==> run_1/placement_by_type.png <==
Fill, decap, tap and diode cells in grey.
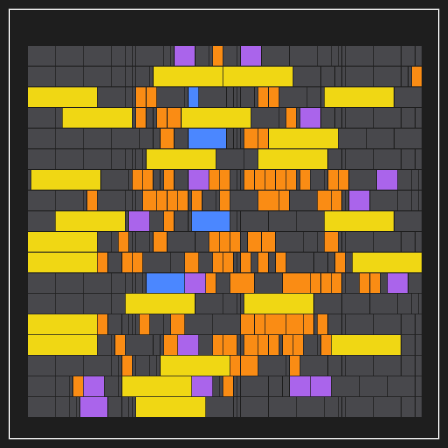
==> run_1/flops_by_reg.png <==
Other sequential cells in the stronger grey, the rest of the logic in the fainter grey.
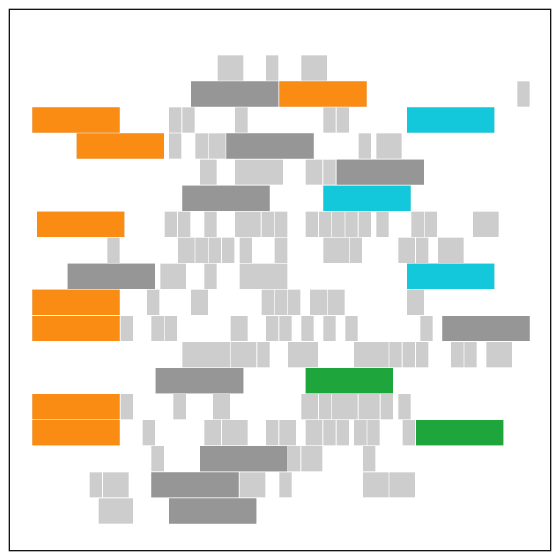
==> run_1/placement.png <==
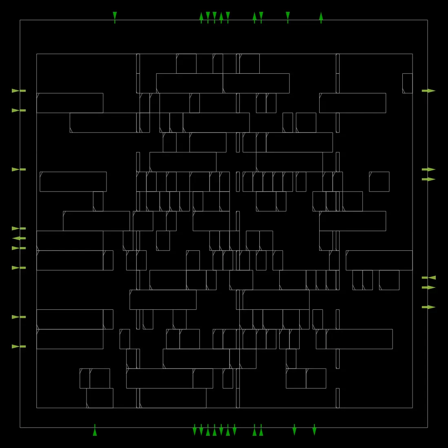
==> run_1/metal_density.png <==
Scale bar: 20 um. The die is cut into 11 by 11 equal tiles; black is low, pale yellow is high, scaled to the fullest tile. Values are wire area over tile area, all layers added.
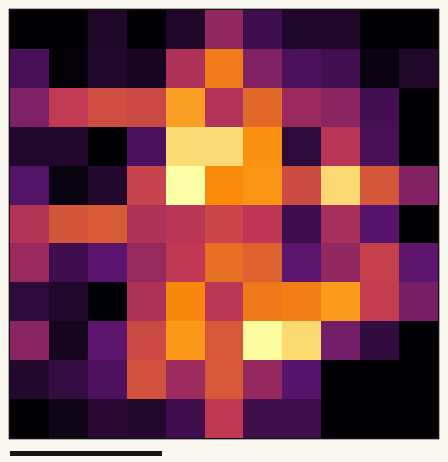
--- src/rtl/int_ctrl_if.sv ---
// Bus bundle for int_ctrl: source/mask/enable inputs, ack/eoi handshake and the
// request/vector/pending/busy outputs. state_dbg mirrors the controller FSM.
interface int_ctrl_if #(
    parameter int NUM_SRC = 8
);
    logic [NUM_SRC-1:0] src_in;
    logic [NUM_SRC-1:0] mask_in;
    logic               gie_in;
    logic               ack_in;
    logic               eoi_in;
    logic               irq_out;
    logic [3:0]         vec_out;
    logic [NUM_SRC-1:0] pending_out;
    logic               busy_out;
    logic [1:0]         state_dbg;

    // Handshake: irq_out is held with a stable vec_out until ack_in is seen high at a
    // rising edge; ack_in is ignored when irq_out is low. After the ack, busy_out stays
    // high until eoi_in is seen high at a rising edge; eoi_in is ignored otherwise.
    modport master (
        output src_in, mask_in, gie_in, ack_in, eoi_in,
        input  irq_out, vec_out, pending_out, busy_out, state_dbg
    );

    modport slave (
        input  src_in, mask_in, gie_in, ack_in, eoi_in,
        output irq_out, vec_out, pending_out, busy_out, state_dbg
    );
endinterface

--- src/rtl/int_ctrl.sv ---
// Prioritised interrupt controller: lowest enabled pending source wins, IDLE/REQ/SERVICE.
// Define INT_CTRL_EDGE_EN for rising-edge events; the default build treats a high level as an event.
module int_ctrl #(
    parameter int NUM_SRC = 8
) (
    input  logic         clk,
    input  logic         rst,
    int_ctrl_if.slave    bus
);

    typedef enum logic [1:0] {
        IDLE    = 2'd0,
        REQ     = 2'd1,
        SERVICE = 2'd2
    } state_t;

    state_t             state_q;
    logic [NUM_SRC-1:0] samp_q;
    logic [NUM_SRC-1:0] pend_q;
    logic [NUM_SRC-1:0] pend_d;
    logic [3:0]         vec_q;
    logic               irq_q;
    logic               busy_q;

    logic [NUM_SRC-1:0] event_w;
    logic [NUM_SRC-1:0] enabled_w;
    logic [NUM_SRC-1:0] clr_w;
    logic [3:0]         first_idx;

`ifdef INT_CTRL_EDGE_EN
    logic [NUM_SRC-1:0] hist_q;
    assign event_w = samp_q & ~hist_q;
`else
    assign event_w = samp_q;
`endif

    assign enabled_w = pend_q & bus.mask_in;

    // Scan from the top down so the lowest set index is the final assignment.
    always_comb begin
        first_idx = '0;
        for (int i = NUM_SRC - 1; i >= 0; i--) begin
            if (enabled_w[i]) first_idx = 4'(i);
        end
    end

    always_comb begin
        clr_w = '0;
        for (int i = 0; i < NUM_SRC; i++) begin
            clr_w[i] = (state_q == REQ) && bus.ack_in && (vec_q == 4'(i));
        end
    end

    // A new event on the acknowledged source overrides its clear.
    assign pend_d = (pend_q & ~clr_w) | event_w;

    always_ff @(posedge clk or posedge rst) begin
        if (rst) begin
            state_q <= IDLE;
            samp_q  <= '0;
            pend_q  <= '0;
            vec_q   <= '0;
            irq_q   <= 1'b0;
            busy_q  <= 1'b0;
`ifdef INT_CTRL_EDGE_EN
            hist_q  <= '0;
`endif
        end else begin
            samp_q <= bus.src_in;
            pend_q <= pend_d;
`ifdef INT_CTRL_EDGE_EN
            hist_q <= samp_q;
`endif
            case (state_q)
                IDLE: begin
                    if (bus.gie_in && (|enabled_w)) begin
                        state_q <= REQ;
                        vec_q   <= first_idx;
                        irq_q   <= 1'b1;
                    end
                end
                // Once presented, the request holds regardless of gie_in/mask_in.
                REQ: begin
                    if (bus.ack_in) begin
                        state_q <= SERVICE;
                        irq_q   <= 1'b0;
                        busy_q  <= 1'b1;
                    end
                end
                SERVICE: begin
                    if (bus.eoi_in) begin
                        state_q <= IDLE;
                        busy_q  <= 1'b0;
                    end
                end
                default: begin
                    state_q <= IDLE;
                    irq_q   <= 1'b0;
                    busy_q  <= 1'b0;
                end
            endcase
        end
    end

    assign bus.irq_out     = irq_q;
    assign bus.vec_out     = vec_q;
    assign bus.pending_out = pend_q;
    assign bus.busy_out    = busy_q;
    assign bus.state_dbg   = state_q;

endmodule

--- src/flat_wrapper.sv ---
// flat-port wrapper written by rule: the top's interface ports become plain ports
module int_ctrl_flat 
#(
    parameter int NUM_SRC = 8
)
  (clk, rst, bus_src_in, bus_mask_in, bus_gie_in, bus_ack_in, bus_eoi_in, bus_irq_out, bus_vec_out, bus_pending_out, bus_busy_out, bus_state_dbg);
  int_ctrl_if #(.NUM_SRC(NUM_SRC)) bus_i ();
  input  logic clk;
  input  logic rst;
  input wire logic [$bits(bus_i.src_in)-1:0] bus_src_in;
  input wire logic [$bits(bus_i.mask_in)-1:0] bus_mask_in;
  input wire logic [$bits(bus_i.gie_in)-1:0] bus_gie_in;
  input wire logic [$bits(bus_i.ack_in)-1:0] bus_ack_in;
  input wire logic [$bits(bus_i.eoi_in)-1:0] bus_eoi_in;
  output wire logic [$bits(bus_i.irq_out)-1:0] bus_irq_out;
  output wire logic [$bits(bus_i.vec_out)-1:0] bus_vec_out;
  output wire logic [$bits(bus_i.pending_out)-1:0] bus_pending_out;
  output wire logic [$bits(bus_i.busy_out)-1:0] bus_busy_out;
  output wire logic [$bits(bus_i.state_dbg)-1:0] bus_state_dbg;
  assign bus_i.src_in = bus_src_in;
  assign bus_i.mask_in = bus_mask_in;
  assign bus_i.gie_in = bus_gie_in;
  assign bus_i.ack_in = bus_ack_in;
  assign bus_i.eoi_in = bus_eoi_in;
  assign bus_irq_out = bus_i.irq_out;
  assign bus_vec_out = bus_i.vec_out;
  assign bus_pending_out = bus_i.pending_out;
  assign bus_busy_out = bus_i.busy_out;
  assign bus_state_dbg = bus_i.state_dbg;
  int_ctrl #(.NUM_SRC(NUM_SRC)) u_core (.clk(clk), .rst(rst), .bus(bus_i));
endmodule
--- config.mk ---
export PLATFORM = sky130hd
export DESIGN_NAME = int_ctrl_flat
export DESIGN_NICKNAME = d
export VERILOG_FILES = /design/src/rtl/int_ctrl_if.sv /design/src/rtl/int_ctrl.sv /design/src/flat_wrapper.sv
export SDC_FILE = /design/constraint.sdc
export NUM_CORES = 1
export LEC_CHECK = 0
export ABC_AREA = 1
export CORE_MARGIN = 2
export CORE_UTILIZATION = 35
export CTS_BUF_LIST = sky130_fd_sc_hd__clkbuf_8
export DETAILED_ROUTE_END_ITERATION = 8
export DONT_BUFFER_PORTS = 1
export PLACE_DENSITY = 0.5
export REMOVE_ABC_BUFFERS = 1
export SLEW_MARGIN = 20
export SYNTH_ARGS = -nofsm -noshare
export SYNTH_HDL_FRONTEND = slang
export SYNTH_SLANG_ARGS = --single-unit
--- constraint.sdc ---
create_clock -name clk -period 1.43 [get_ports clk]
set_input_delay 0.286 -clock clk [delete_from_list [all_inputs] [get_ports clk]]
set_output_delay 0.286 -clock clk [all_outputs]
set_load 0.03 [all_outputs]
==> results.json, run 1 <==
{
  "seqPwrFrac": 0.460,
  "dpl_worst_slack_ns": 0.223,
  "dieArea_mm2": 0.00318,
  "hold_viol": 0,
  "area_growth_pct": 19.8,
  "muxShareOfSynthArea": 0,
  "drv_slew": 0,
  "cp-endpoint": "u_core.bus.pending_out[0]$_DFF_PP0_",
  "post_cts_buffers": 0,
  "insertion_delay_ns": 0.26,
  "viasPerCell": 4.55,
  "hold_depth": 0,
  "num-nonclk-inverters": 17,
  "numCtsBuffers": 3,
  "logic_area_um2": 313,
  "whs_ns": 0.0400,
  "ys_warn_count": 0,
  "slowest_delay_ns": 0.42,
  "ir_drop_v": 0.000891,
  "wl_met1_um": 851,
  "layout_top_cells": "nand2_1 (45), dfrtp_1 (23), inv_1 (18)",
  "clockBufferDepth": 2,
  "cp.required_ns": 1.59,
  "grt_max_degree": 24,
  "htree_levels": 1,
  "period_used_share": 0.846,
  "fmax_ghz": 0.827,
  "post-dp-hpwl_um": 1550,
  "met2_usage": 0.235,
  "worstHoldStart": "bus_src_in[3]",
  "status": "finished clean",
  "buf_share": 0.100,
  "place_congestion": 0.777,
  "yosysUniqueCellTypes": 16,
  "rsz0062_at_grt": "false",
  "setup_violations": 0,
  "drt_wl_total_um": 1980,
  "yosys-stat-cells": 113,
  "nWellTaps": 30,
  "skew_ns": 0.00514,
  "final_antenna_net_count": 0,
  "worstSetupPathType": "reg2reg",
  "drtIter0Drc": 13,
  "fin_ws_ns": 0.220,
  "lay_top_count": "nand2_1",
  "cp.depth": 5,
  "p_clk_w": 0.000399,
  "hp-class": "in2reg",
  "drt_first_pass_iters": 4,
  "adder_share": 0,
  "comb_cell_power_w": 0.000666,
  "floorplan.io_pins": 37,
  "cts_hold_buf": 1,
  "fp_util": 0.377,
  "switchingPower_w": 0.000791,
  "rrSetupSlack_ns": 0.22,
  "wl_met3_um": 128,
  "cellPowerDensity_mw_per_mm2": 1710,
  "clkTransAtPathRegs_ns": 0.08,
  "p_int_w": 0.00118,
  "ys.flops": 23,
  "route.detailed.drc": 0,
  "avgSynthCellArea_um2": 8.49,
  "grt_overflow": 0,
  "clock_sink_count": 23,
  "wire_per_inst_um": 12.3,
  "cp_num_buf_inv": 0,
  "comb_cells": 72,
  "top_power_group": "registers",
  "synth_seq_share": 0.600,
  "nClkBuffers": 3,
  "switching_share": 0.401,
  "critPathLaunchType": "register",
  "antennaDiodeCount": 0,
  "route.met2.wl_um": 972,
  "top_logic_kind": "simple AND/OR/NAND/NOR gates",
  "critPathMaxFanout": 4,
  "num_vias": 732,
  "top_area_cell_class": "sequential cells",
  "synth.cellmix.simpleShare": 0.241,
  "nets": 153,
  "clockPowerShare": 0.202,
  "clock_cell_area_share": 0.0392,
  "p_leak_nw": 0.590,
  "grt_antenna_before_repair": 0,
  "dr.max_layer_used": "met4",
  "post_cts_resized": 0,
  "ys_sh_xor": 0,
  "maxCapViolations": 0,
  "synth_area_um2": 960,
  "syn_inst": 113,
  "fp.dieH_um": 56.4,
  "grt.met1_usage": 0.150,
  "reg2regPathDepth": 5,
  "tritoncts": "built",
  "ff_count": 23,
  "tns_ns": 0,
  "placed_area_mm2": 0.00109,
  "fp.dieW_um": 56.4,
  "cts_root_buf": "clkbuf_8",
  "worstHoldEndpoint": "u_core.event_w[3]$_DFF_PP0_",
  "crit_family": "simple AND/OR/NAND/NOR gates",
  "reg2reg_to": "u_core.bus.pending_out[0]$_DFF_PP0_",
  "crit_chain": "nor2_2 > nand2_2 > or2_4 > o21ai_1 > nand2_1",
  "grt_usage": 0.134,
  "portBuffers": 0,
  "fin_crit_ns": 1.21,
  "critical_path.slowest_cell": "dfrtp_1",
  "stdcell_area_mm2": 0.00115,
  "use_met3": 0.0461,
  "yosysChipArea_um2": 960,
  "sh_comb_area": 0.272,
  "drive_gt1_frac": 0.160,
  "worstPathArrival_ns": 1.37,
  "startpoint": "u_core.bus.state_dbg[1]$_DFFE_PP0P_",
  "p_comb_frac": 0.338,
  "grt_pass1_wl_um": 3220,
  "signal_buffers": 15,
  "cp-end-kind": "register",
  "r2r_start": "u_core.bus.state_dbg[1]$_DFFE_PP0P_",
  "dp_cells": 156,
  "synthAoiAreaFrac": 0.0808,
  "total_power_w": 0.00197,
  "warnings": 25,
  "grt_pass1_vias": 738,
  "grt.busiest_layer": "met2"
}
## Picture notes: placement_by_type.png
colour	class	cells
yellow	sequential cells	23
purple	remaining buffers and delay cells	15
blue	clock drivers and dummy loads	4
orange	combinational and other logic	89

## Picture notes: flops_by_reg.png
colour	netlist name	sequential cells
orange	`u_core.event_w`	8
green	`u_core.bus.state_dbg`	2
cyan	`u_core.bus.vec_out`	3
not coloured	10
register area: 576 um2
Util after Layout: 0.452
flop share of the area: 0.501
sequential cell power: 0.000906 W

## Picture notes: placement.png
Core ar.: 0.00254 mm2
Non-Filler Instances: 161
fillcell total: 256
num rows: 18

## Picture notes: metal_density.png
nearly empty tiles	16%
fullest tile	0.30
emptiest ninth of the die	top right
densest ninth of the die	middle
mean over tiles	0.10

[run 1: cells in the mapped netlist]
| library cell | number | share of area |
|---|---|---|
| nand3_1 | 1 | 0.0052 |
| inv_1 | 17 | 0.066 |
| nor2_2 | 1 | 0.0065 |
| dfrtp_1 | 23 | 0.60 |
| nand2_2 | 1 | 0.0065 |
| buf_4 | 1 | 0.0078 |
| nor2_1 | 5 | 0.020 |
| o21ai_1 | 7 | 0.037 |
| conb_1 | 1 | 0.0039 |
| nor3b_1 | 1 | 0.0078 |
| nand3_2 | 1 | 0.010 |
| a21oi_1 | 1 | 0.0052 |
| o21ai_0 | 6 | 0.031 |
| o21bai_1 | 1 | 0.0078 |
| nand2_1 | 45 | 0.18 |
| or2_4 | 1 | 0.0091 |
==> run 1 -> run 2 <==
--- a/config.mk
+++ b/config.mk
@@ -11,7 +11,7 @@
 export CTS_BUF_LIST = sky130_fd_sc_hd__clkbuf_8
 export DETAILED_ROUTE_END_ITERATION = 8
 export DONT_BUFFER_PORTS = 1
-export PLACE_DENSITY = 0.5
+export PLACE_DENSITY = 0.52
 export REMOVE_ABC_BUFFERS = 1
 export SLEW_MARGIN = 20
 export SYNTH_ARGS = -nofsm -noshare
==> constraint.sdc (replaced) <==
create_clock -name clk -period 1.1 [get_ports clk]
set_input_delay 0.22 -clock clk [delete_from_list [all_inputs] [get_ports clk]]
set_output_delay 0.22 -clock clk [all_outputs]
set_load 0.03 [all_outputs]
==> run_2/flops_by_reg.png <==
Other sequential cells in the stronger grey, the rest of the logic in the fainter grey.
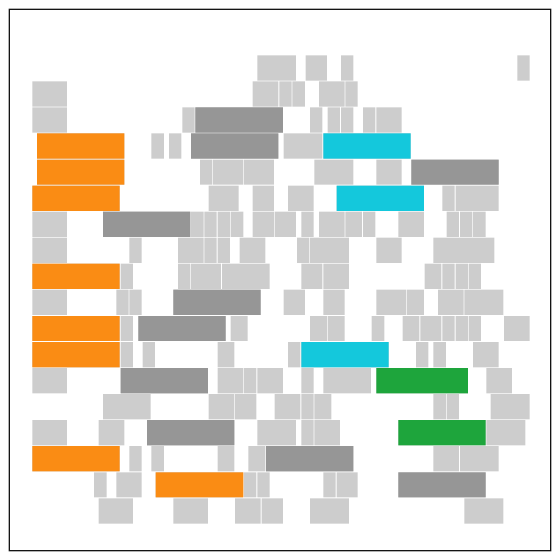
colour	netlist name	sequential cells
cyan	`u_core.bus.vec_out`	3
green	`u_core.bus.state_dbg`	2
orange	`u_core.event_w`	8
not coloured	10

==> run_2/wires.png <==
Scale bar: 20 um. Only two layers are drawn.
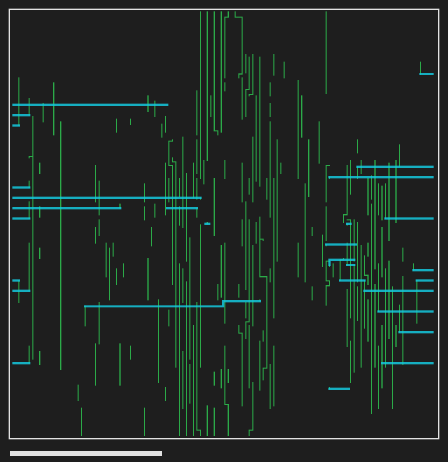
colour	layer	wire length
green	metal 2	1230 um
cyan	metal 3	176 um
total number of vias: 858
final wirelength: 2220 um
overall global routing resource usage: 0.153
routed len/inst: 12.0 um

==> run 2 against run 1 <==
Net effect:
- the run now ends with negative setup slack left
- largest power group is now combinational logic
- highest routed layer unchanged
- setup slack worse by 0.32 ns
- non-clock buffer count is 24 higher
- wire length grew 12%
- critical path depth stayed put
- total power grew 54%
- clock power up 32%
==> results.json, run 2 <==
{
  "status": "complete, but fails checks",
  "violations": "negative setup slack",
  "critical_path.slowest_cell": "dfrtp_2",
  "skew_ns": 0.00204,
  "cts_hold_buf": 9,
  "ys.flops": 23,
  "fp.dieH_um": 56.4,
  "rsz0062_at_grt": "true",
  "fin_crit_ns": 1.20,
  "nClkBuffers": 3,
  "dp_cells": 164,
  "met2_usage": 0.276,
  "top_power_group": "combinational logic",
  "worstPathArrival_ns": 1.36,
  "wl_met1_um": 766,
  "post-dp-hpwl_um": 1610,
  "post_cts_resized": 9,
  "comb_cell_power_w": 0.00134,
  "whs_ns": 0.0396,
  "ys_warn_count": 0,
  "placed_area_mm2": 0.00115,
  "synth_seq_share": 0.600,
  "switchingPower_w": 0.00120,
  "reg2regPathDepth": 5,
  "worstSetupPathType": "reg2reg",
  "dieArea_mm2": 0.00318,
  "lay_top_count": "nand2_1",
  "synth_top_cell_by_count": "nand2_1",
  "grt_pass1_wl_um": 3690,
  "portBuffers": 0,
  "r2r_start": "u_core.bus.state_dbg[1]$_DFFE_PP0P_",
  "avgSynthCellArea_um2": 8.49,
  "p_int_w": 0.00184,
  "switching_share": 0.395,
  "coreArea_mm2": 0.00254,
  "topCellsByArea": "dfrtp_1 (60%), nand2_1 (18%), inv_1 (6.6%), o21ai_1 (3.7%), o21ai_0 (3.1%)",
  "ir_drop_v": 0.00173,
  "hold_viol": 0,
  "regArea_um2": 577,
  "top_area_frac": 0.600,
  "tns_ns": -0.577,
  "yosysChipArea_um2": 960,
  "setup_violations": 11,
  "edf_count": 0,
  "final_antenna_net_count": 0,
  "cp-endpoint": "u_core.bus.pending_out[1]$_DFF_PP0_",
  "period_used_share": 1.09,
  "crit_family": "simple AND/OR/NAND/NOR gates",
  "crit_chain": "nor2_4 > nand2_2 > or2_4 > o21ai_2 > nand2_1",
  "post_cts_buffers": 4,
  "cp.required_ns": 1.26,
  "yosysUniqueCellTypes": 16,
  "synthTopCellsByCount": "nand2_1 (45), dfrtp_1 (23), inv_1 (17)",
  "nets": 177,
  "cp.depth": 5,
  "ff_count": 23,
  "clockBufferDepth": 2,
  "fp.dieW_um": 56.4,
  "p_clk_w": 0.000528,
  "dpl_worst_slack_ns": -0.101,
  "seqPwrFrac": 0.384,
  "fin_ws_ns": -0.101,
  "syn_inst": 113,
  "clock_sink_count": 23,
  "route.met2.wl_um": 1230,
  "signal_buffers": 39,
  "yosys-stat-cells": 113,
  "startpoint": "u_core.bus.state_dbg[1]$_DFFE_PP0P_",
  "p_comb_frac": 0.442,
  "final-instance-count-excl-fill": 185,
  "grt_overflow": 0,
  "grt_antenna_before_repair": 0,
  "grt.met1_usage": 0.160,
  "drv_slew": 0,
  "htree_levels": 1,
  "clkTransAtPathRegs_ns": 0.08
}
==> run 2: cells by family after synthesis <==
logic type,Yosys count,share of synthesized area
DFF,23,0.600
AOI/OAI and AO/OA,15,0.0808
buffers and inverters,18,0.0743
and+or+nand+nor,56,0.241
other,1,0.00391
==> run 2: worst min-delay path by stage <==
stage	end	slack, ns	cells past startpoint	from
global placement	u_core.bus.pending_out[6]$_DFF_PP0_	0.12	2	rst
floorplan	u_core.bus.busy_out$_DFFE_PP0P_	0.22	1	rst
CTS	u_core.bus.state_dbg[1]$_DFFE_PP0P_	0.06	1	bus_eoi_in
detailed placement	u_core.event_w[7]$_DFF_PP0_	0.13	2	rst
global route	u_core.bus.state_dbg[1]$_DFFE_PP0P_	0.03	1	bus_eoi_in
finish	u_core.bus.state_dbg[1]$_DFFE_PP0P_	0.04	1	bus_eoi_in
Power is estimated from default activity; no workload was simulated.
